**config.mk**
```make
export PLATFORM = sky130hd
export DESIGN_NAME = regfile_write_ctrl
export DESIGN_NICKNAME = d
export VERILOG_FILES = /design/src/rtl/regfile_write_ctrl.sv
export SDC_FILE = /design/constraint.sdc
export NUM_CORES = 1
export LEC_CHECK = 0
export ABC_CLOCK_PERIOD_IN_PS = 2000
export CAP_MARGIN = 0
export CORE_UTILIZATION = 37
export CTS_CLUSTER_SIZE = 12
export DETAILED_ROUTE_END_ITERATION = 10
export GPL_ROUTABILITY_DRIVEN = 0
export PLACE_DENSITY = 0.83
export SLEW_MARGIN = 20
export SYNTH_ARGS = -nofsm -noshare
export SYNTH_HDL_FRONTEND = slang
export SYNTH_SLANG_ARGS = --single-unit
```
**constraint.sdc**
```tcl
create_clock -name clk -period 2 [get_ports clk]
set_clock_uncertainty 0.05 [all_clocks]
set_input_delay 0.3 -clock clk [delete_from_list [all_inputs] [get_ports clk]]
set_output_delay 0.3 -clock clk [all_outputs]
set_load 0.02 [all_outputs]
```
**src/rtl/regfile_write_ctrl.sv**
```systemverilog
// ---------------------------------------------------------------------------
// regfile_write_ctrl
//
// Write-port controller for a register file that has no reset of its own.
// After reset it walks every register once, writing INIT_VALUE. It then
// shares the single write port between the ALU writeback and load writeback
// requesters with valid/ready handshakes and round-robin tie-breaking.
//
// Write-port outputs are registered and feed the register file directly.
// An edge with writeEnable=0 corrupts the addressed entry, so every idle
// cycle parks the address on PARK_ADDR (the hardwired-zero register).
//
// Ports:
//   clk          clock, all state on the rising edge
//   reset        synchronous, active-high reset
//   alu_valid    ALU writeback request
//   alu_addr     ALU destination register
//   alu_data     ALU result
//   alu_ready    ALU request accepted this cycle (combinational)
//   mem_valid    load writeback request
//   mem_addr     load destination register
//   mem_data     load data
//   mem_ready    load request accepted this cycle (combinational)
//   writeAddr    register file write address (registered)
//   writeData    register file write data (registered)
//   writeEnable  register file write enable (registered)
//   init_done    high once the clear sequence is complete (registered)
//   conflict_cnt saturating count of contested RUN cycles, 16 bits
//                (only present when WRCTL_CONFLICT_CNT_EN is defined)
//
// Optional feature macro: WRCTL_CONFLICT_CNT_EN
// ---------------------------------------------------------------------------
module regfile_write_ctrl #(
    parameter int unsigned       NUM_REGS   = 32,
    parameter int unsigned       ADDR_W     = 5,
    parameter int unsigned       DATA_W     = 32,
    parameter logic [DATA_W-1:0] INIT_VALUE = '0,
    parameter logic [ADDR_W-1:0] PARK_ADDR  = '0
) (
    input  logic              clk,
    input  logic              reset,
    input  logic              alu_valid,
    input  logic [ADDR_W-1:0] alu_addr,
    input  logic [DATA_W-1:0] alu_data,
    output logic              alu_ready,
    input  logic              mem_valid,
    input  logic [ADDR_W-1:0] mem_addr,
    input  logic [DATA_W-1:0] mem_data,
    output logic              mem_ready,
    output logic [ADDR_W-1:0] writeAddr,
    output logic [DATA_W-1:0] writeData,
    output logic              writeEnable,
    output logic              init_done
`ifdef WRCTL_CONFLICT_CNT_EN
    ,
    output logic [15:0]       conflict_cnt
`endif
);

    // Counter must be able to hold NUM_REGS itself: that value marks the
    // cycle in which the last clear write lands in the register file.
    localparam int unsigned CNT_W = $clog2(NUM_REGS + 1);
    localparam logic [CNT_W-1:0] CLR_END = CNT_W'(NUM_REGS);

    // Round-robin memory: which requester won the most recent contested cycle.
    localparam logic RR_ALU = 1'b0;
    localparam logic RR_MEM = 1'b1;

    typedef enum logic {
        ST_INIT = 1'b0,
        ST_RUN  = 1'b1
    } state_t;

    state_t              state_q, state_d;
    logic [CNT_W-1:0]    clr_cnt_q, clr_cnt_d;
    logic                rr_last_q, rr_last_d;
    logic                we_q, we_d;
    logic [ADDR_W-1:0]   waddr_q, waddr_d;
    logic [DATA_W-1:0]   wdata_q, wdata_d;
    logic                init_done_q, init_done_d;

    logic                run_active;
    logic                both_valid;
    logic                accept;
    logic [ADDR_W-1:0]   sel_addr;
    logic [DATA_W-1:0]   sel_data;

    // ------------------------------------------------------------------
    // State register
    // ------------------------------------------------------------------
    always_ff @(posedge clk) begin
        if (reset) begin
            state_q     <= ST_INIT;
            clr_cnt_q   <= '0;
            rr_last_q   <= RR_MEM;
            we_q        <= 1'b0;
            waddr_q     <= PARK_ADDR;
            wdata_q     <= '0;
            init_done_q <= 1'b0;
        end else begin
            state_q     <= state_d;
            clr_cnt_q   <= clr_cnt_d;
            rr_last_q   <= rr_last_d;
            we_q        <= we_d;
            waddr_q     <= waddr_d;
            wdata_q     <= wdata_d;
            init_done_q <= init_done_d;
        end
    end

    // ------------------------------------------------------------------
    // Next-state logic
    // ------------------------------------------------------------------
    // RUN is entered once the counter has passed the last register, i.e.
    // on the edge where the final clear write is consumed by the regfile.
    always_comb begin
        state_d = state_q;
        if (state_q == ST_INIT && clr_cnt_q == CLR_END) begin
            state_d = ST_RUN;
        end
    end

    // ------------------------------------------------------------------
    // Output / datapath logic
    // ------------------------------------------------------------------
    assign run_active = (state_q == ST_RUN) && !reset;
    assign both_valid = alu_valid && mem_valid;

    // On a tie the requester that did not win last time is granted.
    assign alu_ready = run_active && alu_valid && (!mem_valid || rr_last_q == RR_MEM);
    assign mem_ready = run_active && mem_valid && (!alu_valid || rr_last_q == RR_ALU);

    assign accept   = alu_ready || mem_ready;
    assign sel_addr = alu_ready ? alu_addr : mem_addr;
    assign sel_data = alu_ready ? alu_data : mem_data;

    always_comb begin
        clr_cnt_d   = clr_cnt_q;
        rr_last_d   = rr_last_q;
        we_d        = 1'b0;
        waddr_d     = PARK_ADDR;
        wdata_d     = wdata_q;
        init_done_d = init_done_q;

        if (state_q == ST_INIT) begin
            if (clr_cnt_q != CLR_END) begin
                we_d      = 1'b1;
                waddr_d   = ADDR_W'(clr_cnt_q);
                wdata_d   = INIT_VALUE;
                clr_cnt_d = clr_cnt_q + 1'b1;
            end else begin
                init_done_d = 1'b1;
            end
        end else begin
            // Only contested cycles move the round-robin pointer.
            if (both_valid) begin
                rr_last_d = alu_ready ? RR_ALU : RR_MEM;
            end
            // Register 0 is hardwired: the handshake completes but the
            // write is suppressed and the port stays parked.
            if (accept && sel_addr != '0) begin
                we_d    = 1'b1;
                waddr_d = sel_addr;
                wdata_d = sel_data;
            end
        end
    end

    assign writeEnable = we_q;
    assign writeAddr   = waddr_q;
    assign writeData   = wdata_q;
    assign init_done   = init_done_q;

`ifdef WRCTL_CONFLICT_CNT_EN
    logic [15:0] conflict_cnt_q, conflict_cnt_d;

    always_comb begin
        conflict_cnt_d = conflict_cnt_q;
        if (state_q == ST_RUN && both_valid && conflict_cnt_q != 16'hFFFF) begin
            conflict_cnt_d = conflict_cnt_q + 16'd1;
        end
    end

    always_ff @(posedge clk) begin
        if (reset) begin
            conflict_cnt_q <= '0;
        end else begin
            conflict_cnt_q <= conflict_cnt_d;
        end
    end

    assign conflict_cnt = conflict_cnt_q;
`endif

endmodule

```
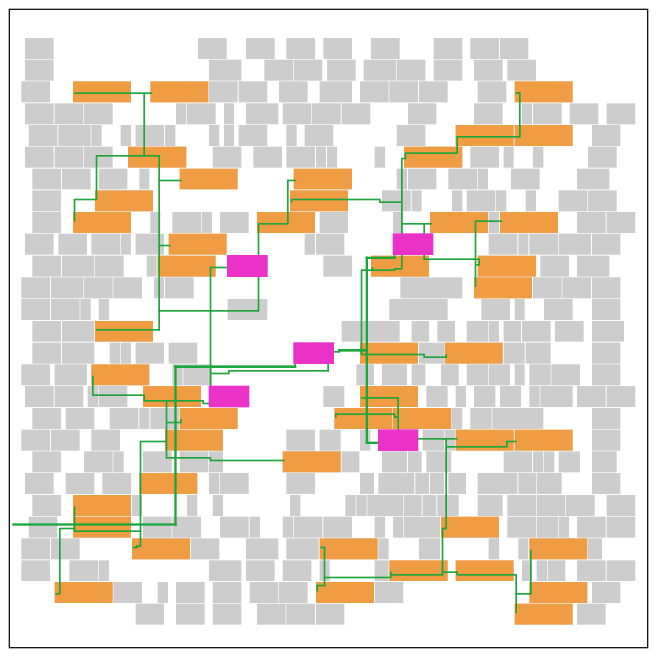
Run 1: routed clock nets over the placement
Scale: 8 px per um.
Key: cells driving clock nets = magenta [count 5]; flip-flops = orange [count 46]; clock wires = green [length 520 um]
Position of the flops: spread over the die.
clock network power consumption: 0.568 mW
part of the total power dissipated in the clock network: 0.327

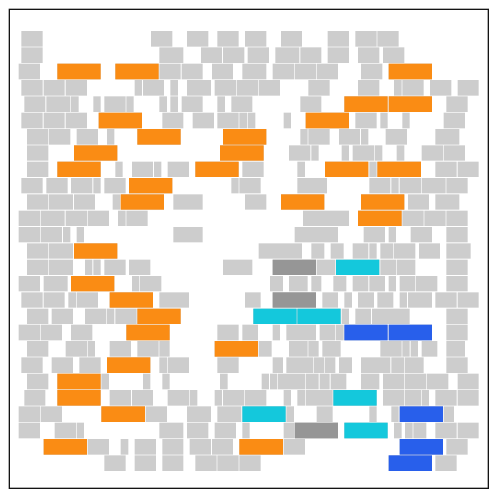
Run 1: sequential cells coloured by netlist name
Scale: 6 px per um. Other sequential cells in the stronger grey, the rest of the logic in the fainter grey.
Key: clr_cnt_q = cyan [placed flops 6]; writeAddr = blue [placed flops 5, where south-east]; writeData = orange [placed flops 32, where spread over the die]
total area of sequential cells: 921 sq um
Flop+latch power: 0.931 mW

==> run notes, run 1 <==
From the run reports.

- The routed wirelength normalized by instance count reads 12.3 um.
- Per STA, the highest per-stage delay on the worst path measures 0.43 ns.
- The number of vias per cell is 4.77.
- In this run, the synthesized area fraction spent on and/or/nand/nor cells is recorded as 0.153.
- The DRC violations left reads 0.
- The overall power is 1.74 mW.
- The number of cells in Yosys stat is 226.
- The met2 demand-to-capacity share in global routing is 0.315.
- As reported, the later end of the worst-skew pair has a clock insertion delay of 0.29 ns.
- The synthesized-area fraction occupied by ao, oa, aoi and oai cells is 0.0455.
- The timing startpoint of the critical path is reset.
- The category of the worst setup path launch point is a primary input.
- The sum of net half-perimeters after detailed placement is 4170 um.
- For this run, the total global-route usage over all layers was measured as 0.173.
- The tally of buffers added on design ports is 118.
- The number of antenna diodes in the final layout is 0.
- The launch point of the worst reg-to-reg path reads rr_last_q.
- The number of synthesized register bits is 46.
- The final total negative setup slack is 0 ns.
- After synthesis the cells add up to 2230 sq um.
- The post-cts repair resize count reads 3.
- The distinct cell type count of the synthesized netlist reads 31.
- The maximum frequency from static timing analysis reads 525 MHz.
- The proportion of synthesized chip area in sequential cells is 0.413.
- The number of cells produced by synthesis is 226.
- By area the synthesized netlist is led by dfxtp_1, mux2i_1, mux2_2, nand2_1, buf_8.
- The area fraction of the largest cell type after synthesis is 0.413.
- The path with the worst hold slack has its endpoint at writeData[22].
- The post-CTS repair timing setup buffer count is 0.
- The flow ran to the end, and the final reports show no timing, DRC or antenna violations.
- The largest net degree at the start of global routing is 22.
- The dominant delay contributor by cell family on the critical path is buffers and inverters.
- The commonest register cell is dfxtp_1.
- The met1 track demand over resource reads 0.192.
- The worst setup slack before clock tree synthesis reads -0.292 ns.
- The final timing summary puts the cycle share of the worst path at 0.952.
- The first detailed-routing pass ran for 4 iterations.
- According to the hold report, the worst path is of the register to register type.
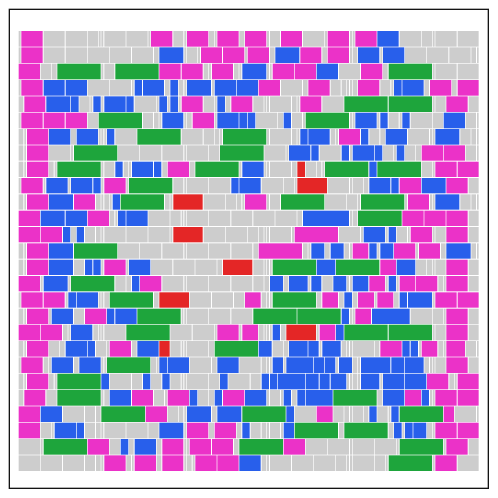
Run 1: placement by cell class
Scale: 6 px per um. Fill, decap, tap and diode cells in grey.
Key: clock drivers and dummy loads = red [cells 8]; flip-flops = green [cells 46]; other buffers and delay cells = magenta [cells 134]; all other logic = blue [cells 167]
flip-flop and latch share of the layout cell area: 0.253
count of standard-cell rows: 27
final cell utilization of the core: 0.645
Core ar.: 5640 sq um
post-layout instance area: 3640 sq um

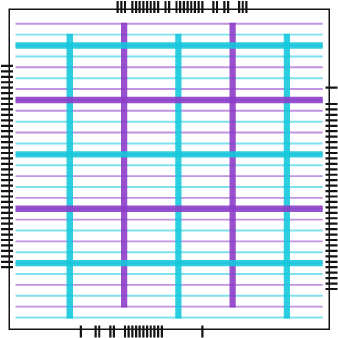
Run 1: floorplan with the power grid
Scale: 4 px per um. Pins as bars on the die edge.
Key: VSS = cyan; VDD = purple
The core has 27 rows. 5 straps on met4. 28 met1 rails follow the rows. 5 straps on met5. 119 signal pins sit on the boundary.

## run 1: placed cells by master (no fill, tap or decap), types with 2 or more instances in the layout
| cell | netlist | routed |
|---|---|---|
| nand3_1 | 3 | 3 |
| nor2_1 | 12 | 11 |
| nor4_1 | 2 | 2 |
| a21oi_1 | 3 | 3 |
| dfxtp_1 | 46 | 46 |
| nand2_1 | 51 | 51 |
| mux2i_1 | 47 | 47 |
| xor2_1 | 3 | 3 |
| and3_1 | 2 | 2 |
| buf_4 | 1 | 14 |
| nor2b_1 | 2 | 2 |
| a222oi_1 | 3 | 3 |
| ha_1 | 2 | 2 |
| xnor2_1 | 2 | 2 |
| clkbuf_8 | 0 | 6 |
| clkdlybuf4s50_1 | 0 | 116 |
| mux2_2 | 18 | 18 |
| buf_12 | 0 | 2 |
| inv_1 | 5 | 5 |
## run 1: cells in the mapped netlist (2+ instances only)
master     n
nand2_1   51
mux2i_1   47
dfxtp_1   46
mux2_2    18
nor2_1    12
clkbuf_1   5
inv_1      5
buf_2      4
a21oi_1    3
a222oi_1   3
buf_8      3
nand3_1    3
xor2_1     3
and3_1     2
ha_1       2
nor2b_1    2
nor4_1     2
xnor2_1    2
## run 1: registers in the layout (all words and copies together), names as in the netlist
signal	flops
clr_cnt_q	6
rr_last_q	1
state_q	1
writeAddr	5
writeData	32
writeEnable	1
## run 1: final cells by class
type	instances	area (sq um)
multi-input combinational	162	1200
fill	468	2000
inverter	5	18.8
timing repair buffer	134	1320
tap	72	90.1
sequential	46	921
clock inverter	1	5.00
clock buffer	7	86.3
## run 1: power by group
group          switching (mW)  internal (mW)  total (mW)
clock network           0.289          0.279       0.568
registers             0.00663          0.924       0.931
logic                  0.0614          0.176       0.238
total                   0.357           1.38        1.74
Run 1, routing congestion map:
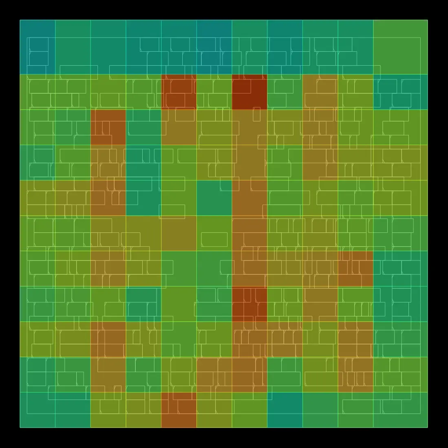

## Run 2: what changed since run 1
--- a/config.mk
+++ b/config.mk
@@ -11,6 +11,7 @@
 export CTS_CLUSTER_SIZE = 12
 export DETAILED_ROUTE_END_ITERATION = 10
 export GPL_ROUTABILITY_DRIVEN = 0
+export MAX_ROUTING_LAYER = met4
 export PLACE_DENSITY = 0.83
 export SLEW_MARGIN = 20
 export SYNTH_ARGS = -nofsm -noshare
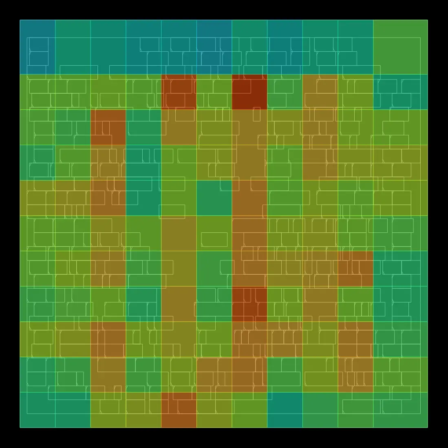
Run 2: routing congestion map
average wire per standard cell: 12.3 um
all-layer global routing usage: 0.177
busiest layer in global routing: met2
met1 GRT Util: 0.199

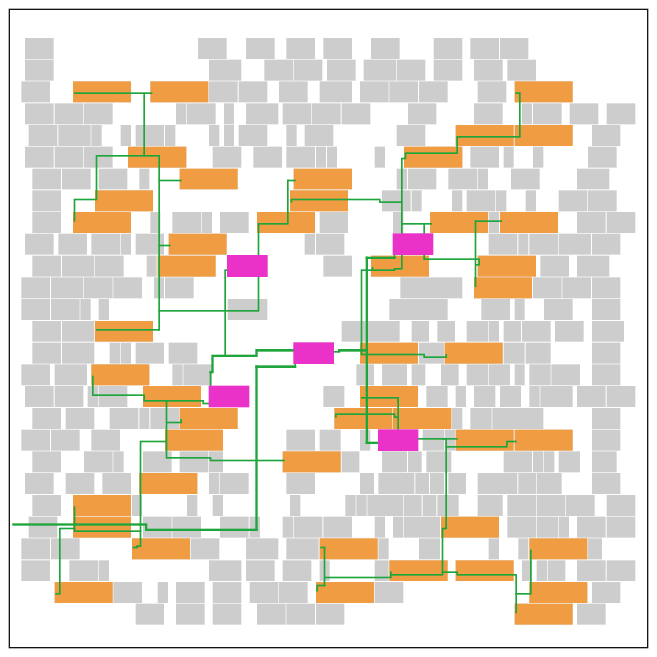
Run 2: routed clock nets over the placement
Scale: 8 px per um.
Key: flip-flops = orange [count 46]; cells driving clock nets = magenta [count 5]; clock wires = green [length 517 um]
Position of the flops: spread over the die.

==> run notes, run 2 <==
From the run reports.

- The total clock buffers created by CTS was 5 (unchanged).
- The final worst setup slack reads 0.0962 ns (about the same).
- The via count of the first global-routing pass is 2,007 (unchanged).
- The share of the clock period used by the worst path is 0.952 (about the same).
- The flip-flop count of the largest register after layout was 32 (unchanged).
- The terminating pin of the worst hold path is writeData[22] (unchanged).
- The worst setup path category is primary input to output pin (unchanged).
- The remaining max-slew budget at the tightest pin is 0.752 (was 0.750).
- The number of vias per cell is 4.77 (about the same).
- The global-route wire length before repair reads 8630 um (unchanged).
- The average footprint of a synthesized cell reads 9.86 sq um (unchanged).
- The time the final worst path needs with I/O delays and setup reads 1.90 ns (about the same).
- The number of warnings issued by yosys is 0 (unchanged).
- The post-synthesis instance area reads 2230 sq um (unchanged).
- Highest-count cells in the layout ignoring fill and taps: clkdlybuf4s50_1, nand2_1, mux2i_1 (unchanged).
- The hold buffer count at cts came to 0 (unchanged).
- The tally of buffers added on design ports is 118 (unchanged).
- The cell at the root of the clock tree is clkbuf_8 (unchanged).
- The cell accounting for the most synthesized area is dfxtp_1 (unchanged).
- The area share of the largest cell type after synthesis reads 0.413 (unchanged).
- The standard cell area after detailed placement is 3560 sq um (unchanged).
- The max-slew violation count reads 0 (unchanged).
- The post-layout instance count excluding filler cells is 427 (unchanged).
- The remaining global-route overflow reads 0 (unchanged).
- The cell row count reads 27 (unchanged).
- The DRC violations left was 0 (unchanged).
- The share of the core filled with cells in the final layout was 0.645 (unchanged).
- The count of cells along the worst register-to-register path reads 6 (unchanged).
- The total die size reads 6340 sq um (unchanged).
- The H-tree depth is 2 (unchanged).
- The path type of the worst min-delay path reads register to register (unchanged).
- Top cells by area, synth: dfxtp_1, mux2i_1, mux2_2, nand2_1, buf_8 (unchanged).
- The hold slack reads 0.406 ns (about the same).
- The dominant logic cell type in the layout is clkdlybuf4s50_1 (unchanged).
- The overall power reads 1.74 mW (about the same).
- The number of cells produced by synthesis reads 226 (unchanged).
- The area added between synthesis and finish is 63.4% (unchanged).
- The distinct cell type count of the synthesized netlist was 31 (unchanged).
- The final count of negative-setup-slack endpoints reads 0 (unchanged).
- The antenna diode count is 0 (unchanged).
- The number of synthesized register bits is 46 (unchanged).
- The wire length reported by the detailed router is 5270 um (about the same).
- The share of flip-flops with an asynchronous set or reset is 0 (unchanged).
- The post-CTS repair timing setup buffer count was 0 (unchanged).
- The die span in y is 79.6 um (unchanged).
- The initial antenna violation count reads 0 (unchanged).
- The largest net degree at the start of global routing reads 22 (unchanged).
- The peak supply drop reads 0.247 mV (about the same).
- The worst hold path startpoint reads writeData[22] (unchanged).
- The post-synth area from yosys stat came to 2230 sq um (unchanged).
- The clock latency reported for the late side of the worst-skew pair reads 0.29 ns (about the same).
- The endpoint of the worst-slack reg-to-reg timing path reads writeData[9] (unchanged).
- The number of hold violations in the final report is 0 (unchanged).
- Outcome: completed (unchanged).
- The core box area reads 5640 sq um (unchanged).
- The worst-path maximum fanout reads 4 (unchanged).
- The post-detailed-route count of antenna-violating nets was 0 (unchanged).
- The number of warnings the tools reported reads 27 (unchanged).
- The starting density of the core is 0.395 (unchanged).
- The launch point of the worst reg-to-reg path reads rr_last_q (unchanged).
- The required time at the endpoint of the critical path is 1.65 ns (about the same).
- The number of cells in Yosys stat reads 226 (unchanged).
- The measured slew at the worst slew-check pin came to 0.369 ns (was 0.371 ns).
- The maximum frequency from static timing analysis is 525 MHz (about the same).
- The met2 demand-to-capacity share in global routing was 0.315 (unchanged).
- Leading cell types by count after synthesis: nand2_1, mux2i_1, dfxtp_1 (unchanged).
- The cell area after layout reads 3640 sq um (unchanged).
- The fraction of final layout cells sized beyond drive strength 1 came to 0.138 (unchanged).
- The filler cell count in the final layout reads 468 (unchanged).
- The register-to-register setup slack reads 0.21 ns (about the same).
- The category of the worst setup path launch point is a primary input (unchanged).
- The total iterations of the first detailed-routing run came to 4 (unchanged).
- The clock tree from TritonCTS is yes (unchanged).
- The worst setup slack before clock tree synthesis reads -0.292 ns (unchanged).
- Setup repair after global routing missed its margin: no (unchanged).
- The sum of net half-perimeters after detailed placement is 4170 um (unchanged).
- The number of buffers on the longest clock path is 2 (unchanged).
- The library cell with the highest instance count after synthesis is nand2_1 (unchanged).
- The proportion of synthesized chip area in sequential cells is 0.413 (unchanged).
- The I/O pin count is 119 (unchanged).
- The final total negative setup slack reads 0 ns (unchanged).
- The clock transition at the registers of the reported paths is 0.08 ns (about the same).
- The most frequently used flop master after synthesis is dfxtp_1 (unchanged).
- The number of sinks on the clock net reads 46 (unchanged).
run 2: cell counts after synthesis:
Identical to the previous run, type by type.
run 2: per-layer routing:
layer	vias to the layer above	share of wire
li1	1026	-
met5	-	0
met4	0	0.0082
met3	5	0.076
met2	89	0.49
met1	916	0.43
run 2: final cells by class:
type	count	area, sq um	area share
clock buffers	7	86.3	0.0237
clock inverters	1	5.00	0.00137
inverters	5	18.8	0.00515
multi-input cells	162	1200	0.330
flip-flops and latches	46	921	0.253
well taps	72	90.1	0.0247
repair buffers	134	1320	0.363
run 2: repair_timing:
item	CTS	global route
gates resized	3	1
endpoints found under the setup margin	2	1
endpoints found under the hold margin	0	0
run 2: how the worst max path moves through the flow:
stage / start / to / slack (ns) / depth (start not counted)
floorplan: state_q / writeData[10] / 0.17 / 6
global placement: reset / mem_ready / -0.24 / 4
detailed placement: reset / mem_ready / -0.29 / 4
CTS: reset / mem_ready / 0.004 / 4
global route: reset / alu_ready / 0.01 / 5
finish: reset / alu_ready / 0.1 / 5
run 2: kinds of logic after synthesis:
kind of cell / synth area share
flops: 0.413
simple gates: 0.153
xor+xnor: 0.0197
fa+ha+maj: 0.0112
compound gates: 0.0455
mux: 0.308
buf+inv: 0.0494
run 2: critical path, stage by stage:
cell	delay [ns]
clkdlybuf4s50_1	0.43
and2b_1	0.30
nand3_4	0.12
inv_1	0.09
dlygate4sd2_1	0.33
run 2: power by group:
group | leakage [nW] | switching [mW] | internal, mW
logic | 1.25 | 0.0614 | 0.176
registers | 0.372 | 0.00664 | 0.924
clock network | 0.0482 | 0.288 | 0.279
total | 1.67 | 0.356 | 1.38
Power and IR drop assume default switching activity.
